flops_by_reg.png
The bar under the picture is 100 µm long. Other sequential cells in the stronger grey, the rest of the logic in the fainter grey.
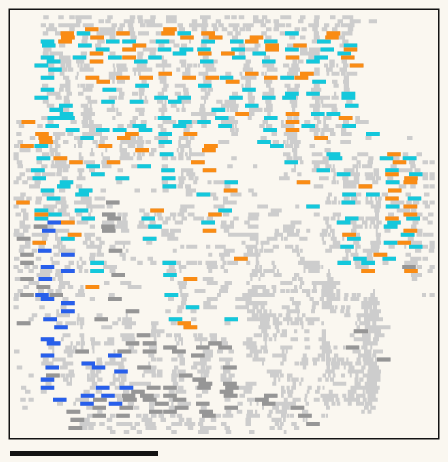
detail.png
The bar under the picture is 5 µm long. Region (135, 192) to (155, 212) µm. Cells in grey, sequential cells in the stronger grey; small squares are vias.
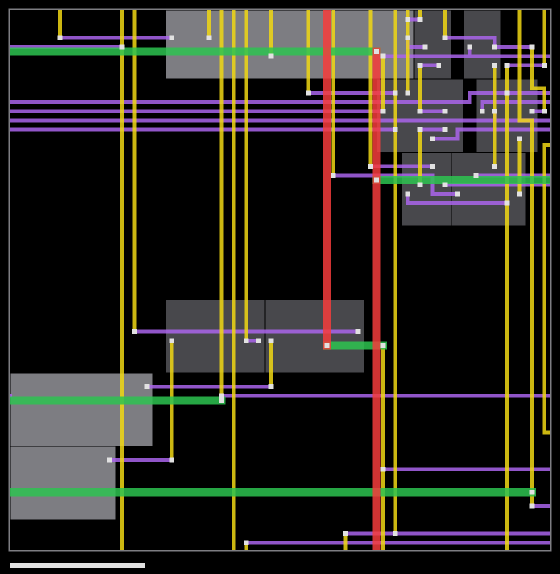
congestion.png
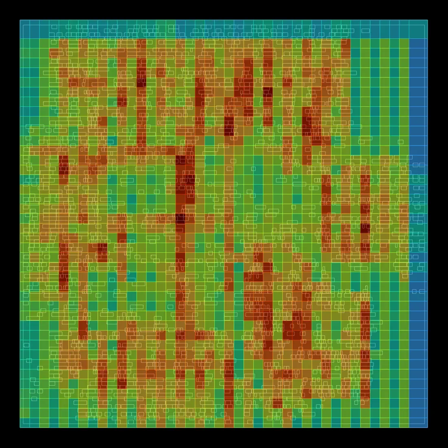
wires.png
The bar under the picture is 100 µm long.
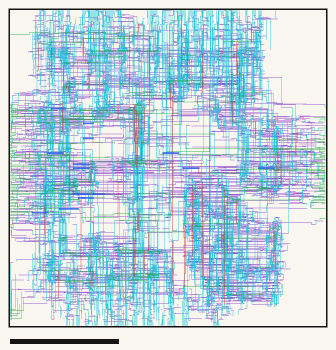
===== config.mk =====
export PLATFORM = sky130hd
export DESIGN_NAME = cdb_complete_arbiter
export DESIGN_NICKNAME = d
export VERILOG_FILES = /design/src/rtl/cdb_complete_arbiter.sv
export SDC_FILE = /design/constraint.sdc
export NUM_CORES = 1
export LEC_CHECK = 0
export CORE_MARGIN = 2
export CORE_UTILIZATION = 25
export DETAILED_ROUTE_END_ITERATION = 16
export HOLD_SLACK_MARGIN = 0.15
export PLACE_DENSITY = 0.44
export SLEW_MARGIN = 30
export SYNTH_ARGS = -nofsm -noshare
export SYNTH_HDL_FRONTEND = slang
export SYNTH_SLANG_ARGS = --single-unit

===== constraint.sdc =====
create_clock -name clock -period 5.6 [get_ports clock]
set_input_delay 1.12 -clock clock [delete_from_list [all_inputs] [get_ports clock]]
set_output_delay 1.12 -clock clock [all_outputs]
set_load 0.01 [all_outputs]

===== src/rtl/cdb_complete_arbiter.sv =====
// Complete stage: per-lane holding registers for finished execute results,
// a round-robin pick of up to C held lanes per cycle, and C registered CDB
// broadcast slots feeding ROB, RS wakeup and PRF write.
module cdb_complete_arbiter #(
  parameter int N         = 5,
  parameter int C         = 3,
  parameter int XLEN      = 32,
  parameter int PRF_IDX_W = 6,
  parameter int ROB_IDX_W = 5
) (
  input  logic                   clock,
  input  logic                   reset,
  input  logic [N-1:0]           ex_done,
  input  logic [N*XLEN-1:0]      ex_result,
  input  logic [N*PRF_IDX_W-1:0] ex_dest_prf,
  input  logic [N*ROB_IDX_W-1:0] ex_rob_idx,
  input  logic [N-1:0]           ex_take_branch,
  input  logic                   squash,
  output logic [N-1:0]           fu_stall,
  output logic [C-1:0]           cdb_valid,
  output logic [C*XLEN-1:0]      cdb_result,
  output logic [C*PRF_IDX_W-1:0] cdb_dest_prf,
  output logic [C*ROB_IDX_W-1:0] cdb_rob_idx,
  output logic [C-1:0]           cdb_take_branch
);

  localparam int PTR_W = (N > 1) ? $clog2(N) : 1;
  localparam int CNT_W = $clog2(C + 1);
  localparam logic [PTR_W-1:0] LAST_LANE = PTR_W'(N - 1);
  localparam logic [PTR_W:0]   N_EXT     = (PTR_W + 1)'(N);
  localparam logic [CNT_W-1:0] C_CNT     = CNT_W'(C);

  // Handshake: lane i offers a result with ex_done[i]. The result is taken on
  // the rising edge unless fu_stall[i] is high in that cycle, in which case
  // the lane must keep ex_done and its payload stable until fu_stall drops.
  // fu_stall is a function of held state only, never of ex_done.

  logic [N-1:0]         held_valid;
  logic [XLEN-1:0]      held_result [N];
  logic [PRF_IDX_W-1:0] held_dest   [N];
  logic [ROB_IDX_W-1:0] held_rob    [N];
  logic [N-1:0]         held_branch;
  logic [PTR_W-1:0]     rr_ptr;

  logic [N-1:0]     grant;
  logic [C-1:0]     slot_used;
  logic [PTR_W-1:0] slot_lane [C];
  logic [PTR_W-1:0] last_lane;
  logic             any_grant;
  logic [PTR_W:0]   scan;
  logic [PTR_W-1:0] lane;
  logic [CNT_W-1:0] cnt;
  logic [PTR_W-1:0] next_ptr;

  // Round-robin scan from rr_ptr: the k-th held lane found fills slot k.
  always_comb begin
    grant     = '0;
    slot_used = '0;
    last_lane = '0;
    any_grant = 1'b0;
    cnt       = '0;
    scan      = '0;
    lane      = '0;
    for (int j = 0; j < C; j++) slot_lane[j] = '0;
    for (int k = 0; k < N; k++) begin
      scan = {1'b0, rr_ptr} + (PTR_W + 1)'(k);
      if (scan >= N_EXT) scan = scan - N_EXT;
      lane = scan[PTR_W-1:0];
      if (held_valid[lane] && (cnt < C_CNT)) begin
        grant[lane]    = 1'b1;
        slot_used[cnt] = 1'b1;
        slot_lane[cnt] = lane;
        last_lane      = lane;
        any_grant      = 1'b1;
        cnt            = cnt + 1'b1;
      end
    end
  end

  // Pointer moves just past the last lane served, wrapping at N.
  assign next_ptr = (last_lane == LAST_LANE) ? '0 : last_lane + 1'b1;

  assign fu_stall = held_valid & ~grant;

  // Holding registers, CDB slots and pointer; squash wins over capture/grant.
  always_ff @(posedge clock or negedge reset) begin
    if (!reset) begin
      held_valid      <= '0;
      held_branch     <= '0;
      rr_ptr          <= '0;
      cdb_valid       <= '0;
      cdb_result      <= '0;
      cdb_dest_prf    <= '0;
      cdb_rob_idx     <= '0;
      cdb_take_branch <= '0;
      for (int i = 0; i < N; i++) begin
        held_result[i] <= '0;
        held_dest[i]   <= '0;
        held_rob[i]    <= '0;
      end
    end else if (squash) begin
      held_valid      <= '0;
      rr_ptr          <= '0;
      cdb_valid       <= '0;
      cdb_result      <= '0;
      cdb_dest_prf    <= '0;
      cdb_rob_idx     <= '0;
      cdb_take_branch <= '0;
    end else begin
      for (int j = 0; j < C; j++) begin
        if (slot_used[j]) begin
          cdb_valid[j]                             <= 1'b1;
          cdb_result[j*XLEN +: XLEN]               <= held_result[slot_lane[j]];
          cdb_dest_prf[j*PRF_IDX_W +: PRF_IDX_W]   <= held_dest[slot_lane[j]];
          cdb_rob_idx[j*ROB_IDX_W +: ROB_IDX_W]    <= held_rob[slot_lane[j]];
          cdb_take_branch[j]                       <= held_branch[slot_lane[j]];
        end else begin
          cdb_valid[j]                             <= 1'b0;
          cdb_result[j*XLEN +: XLEN]               <= '0;
          cdb_dest_prf[j*PRF_IDX_W +: PRF_IDX_W]   <= '0;
          cdb_rob_idx[j*ROB_IDX_W +: ROB_IDX_W]    <= '0;
          cdb_take_branch[j]                       <= 1'b0;
        end
      end
      // A lane accepts new input when empty or draining this cycle.
      for (int i = 0; i < N; i++) begin
        if (!held_valid[i] || grant[i]) begin
          held_valid[i] <= ex_done[i];
          if (ex_done[i]) begin
            held_result[i] <= ex_result[i*XLEN +: XLEN];
            held_dest[i]   <= ex_dest_prf[i*PRF_IDX_W +: PRF_IDX_W];
            held_rob[i]    <= ex_rob_idx[i*ROB_IDX_W +: ROB_IDX_W];
            held_branch[i] <= ex_take_branch[i];
          end
        end
      end
      if (any_grant) rr_ptr <= next_ptr;
    end
  end

endmodule


==> highlights.md <==
• **fraction of area in multi-input gates** 37.4%
• **area fraction in mux cells** 23.6%
• **# diodes** 4
• **cell area after layout** 0.0290 mm²
• **violated checks** negative setup slack
• **number of buffer cells added on primary ports** 367
• **achievable frequency** 171 MHz
• **top_reg_cell synth** sky130_fd_sc_hd__dfrtp_1
• **post-route worst hold slack** 0.406 ns
• **actual slew at the worst max-slew pin** 0.881 ns
• **chip area estimate from yosys synthesis** 0.0203 mm²
• **outcome** finished, violations left
• **cell-by-cell listing of the critical path** ha_4, or3b_4, a21oi_4, a21o_2, mux2i_2, and2_4, nor2_4, ha_4, buf_6, nand2_4, o41ai_4, or2_4, ha_4, a311oi_2, nor3b_2, or2_1, nand3_2, and3_4, a311oi_4, buf_2
• **flop count** 363
• **total clock buffers created by CTS** 48
• **capture instance of the worst register-to-register path** rr_ptr[2]
• **TritonCTS clock tree** yes
• **post-synthesis average cell area** 11.1 µm²
• **dominant kind of cell by area** multi-input combinational cells
• **worst setup margin** -0.264 ns
• **# rows** 104
• **total nets after synthesis** 2080
• **clk slew on worst S/H paths** 0.06 ns
• **half-perimeter wire length after detailed placement** 62100 µm
• **post-layout minimum cycle time** 5.86 ns
• **H-tree depth** 2
• **initial antenna violation count** 16
• **I/O pin count** 368
• **multi-input combinational cell count** 1246
• **clock-cell share of area** 5.37%
• **commonest cells in the synthesized netlist** sky130_fd_sc_hd__dfrtp_1, sky130_fd_sc_hd__mux2i_1, sky130_fd_sc_hd__mux2_2
• **Crit path required time** 4.48 ns
• **Die Ht** 289 µm
• **number of enable-type register cells in the synthesized netlist** 0
• **number of hold buffers added after cts** 0
• **AND/OR/NAND/NOR Cells, Area Fraction** 8.92%
• **number of non-clock buffers in the layout** 592
• **Root Buffer Master** sky130_fd_sc_hd__clkbuf_16
• **final weighted congestion of routability-driven global placement** 0.910
• **cell type with the largest total area** sky130_fd_sc_hd__dfrtp_1
• **slack of the worst reg-to-reg path** 0.02 ns
• **beginning of the critical path** rr_ptr[1]
• **summed instance area of the synthesized netlist** 0.0203 mm²
• **remaining number of nets flagged by the antenna check after routing** 0
• **multi-input combinational cell area** 0.0109 mm²
• **count of yosys warnings during synthesis** 0
• **setup violation total in the final timing report** 5
• **number of optimization iterations in the first detailed-route pass** 5
• **most numerous logic cell after layout** sky130_fd_sc_hd__dfrtp_1
• **post-detailed-route via-to-cell ratio** 5.19
• **Layout fillers** 7899
• **number of slew-limit violations in the final report** 0
• **number of different library cells in the post-synthesis netlist** 82
• **first-pass GRT wire length** 129000 µm
• **setup tns final** -1.18 ns
• **worst slack, placed** -0.289 ns
• **adder and majority gate portion of the synthesized area** 1.37%
• **class of the worst hold path** in2async
• **overall chip area** 0.0836 mm²
• **instance count of the mapped netlist** 1831
• **register share after synthesis** 44.7%
• **Worst Setup Path Type** reg2out
• **nature of the critical path endpoint** output port
• **number of logic inverters in the finished layout** 67
• **standard cell core area** 0.0805 mm²
• **maximum number of pins on one net before global-route repair** 120
• **r2r startpoint** rr_ptr[1]
• **xor and xnor area share after synthesis** 0.302%
• **skew final** 0.0239 ns
• **area share, top type** 44.7%
• **Die W** 289 µm
• **number of gates given a new drive strength after cts** 83
• **proportion of register bits with asynchronous set or reset after synthesis** 100%
• **# DRC** 0
• **cell with the most instances after synthesis** sky130_fd_sc_hd__dfrtp_1
• **maximum fanout count along the critical path** 6
• **clock sink count** 363
-- flops_by_reg.png (at the start) --
[cyan] `held_result` | placed flops: 160
[orange] `cdb_result` | placed flops: 96
[blue] `held_dest` | placed flops: 30 | where: lower left
not coloured: 77
utilization of the core after routing: 36.0%
register share of the cell area: 31.3%
Register Area: 0.00908 mm²

-- detail.png (at the start) --
[purple] metal 1
[red] metal 4
[yellow] metal 2
[green] metal 3
cells with their middle in the window: 10
netlist names of flops here include: `cdb_result` (1), `held_result` (1)
most frequent: dfrtp_1 (2), clkdlybuf4s50_1 (2)
sequential cells in the window: 2

-- congestion.png (at the start) --
routing usage on met3: 4.27%
met2 track demand over resource: 35.1%
met1 Usage GRT: 27.7%
Most Used Layer, Global Route: met2
final routed wire length divided by cell count: 26.5 µm

-- wires.png (at the start) --
[purple] metal 1 | wire length: 39.0 mm
[green] metal 3 | wire length: 5310 µm
[cyan] metal 2 | wire length: 43.2 mm
[red] metal 4 | wire length: 2700 µm
[blue] metal 5 | wire length: 179 µm
via total after detailed routing: 17700
total detailed-routing wirelength: 90400 µm

-- registers in the layout, indices dropped and copies added, names as in the netlist --
register	cells
held_dest	30
cdb_rob_idx	15
held_result	160
held_branch	5
held_valid	5
cdb_take_branch	3
held_rob	25
rr_ptr	3
cdb_valid	3
cdb_dest_prf	18
cdb_result	96
-- critical path: cells and delay by family, from the launching register on --
family | cells | cell delay [ns]
DFF | 1 | 0.47
AOI/OAI and AO/OA | 5 | 0.89
and+or+nand+nor | 9 | 1.73
buffers and inverters | 2 | 0.29
adders and majority gates | 3 | 0.52
muxes | 1 | 0.25
-- metrics by stage --
stage | std cells
after floorplan | 1831
after global placement | 3290
after detailed placement | 3290
after CTS | 3400
after global routing | 3414
final | 3416
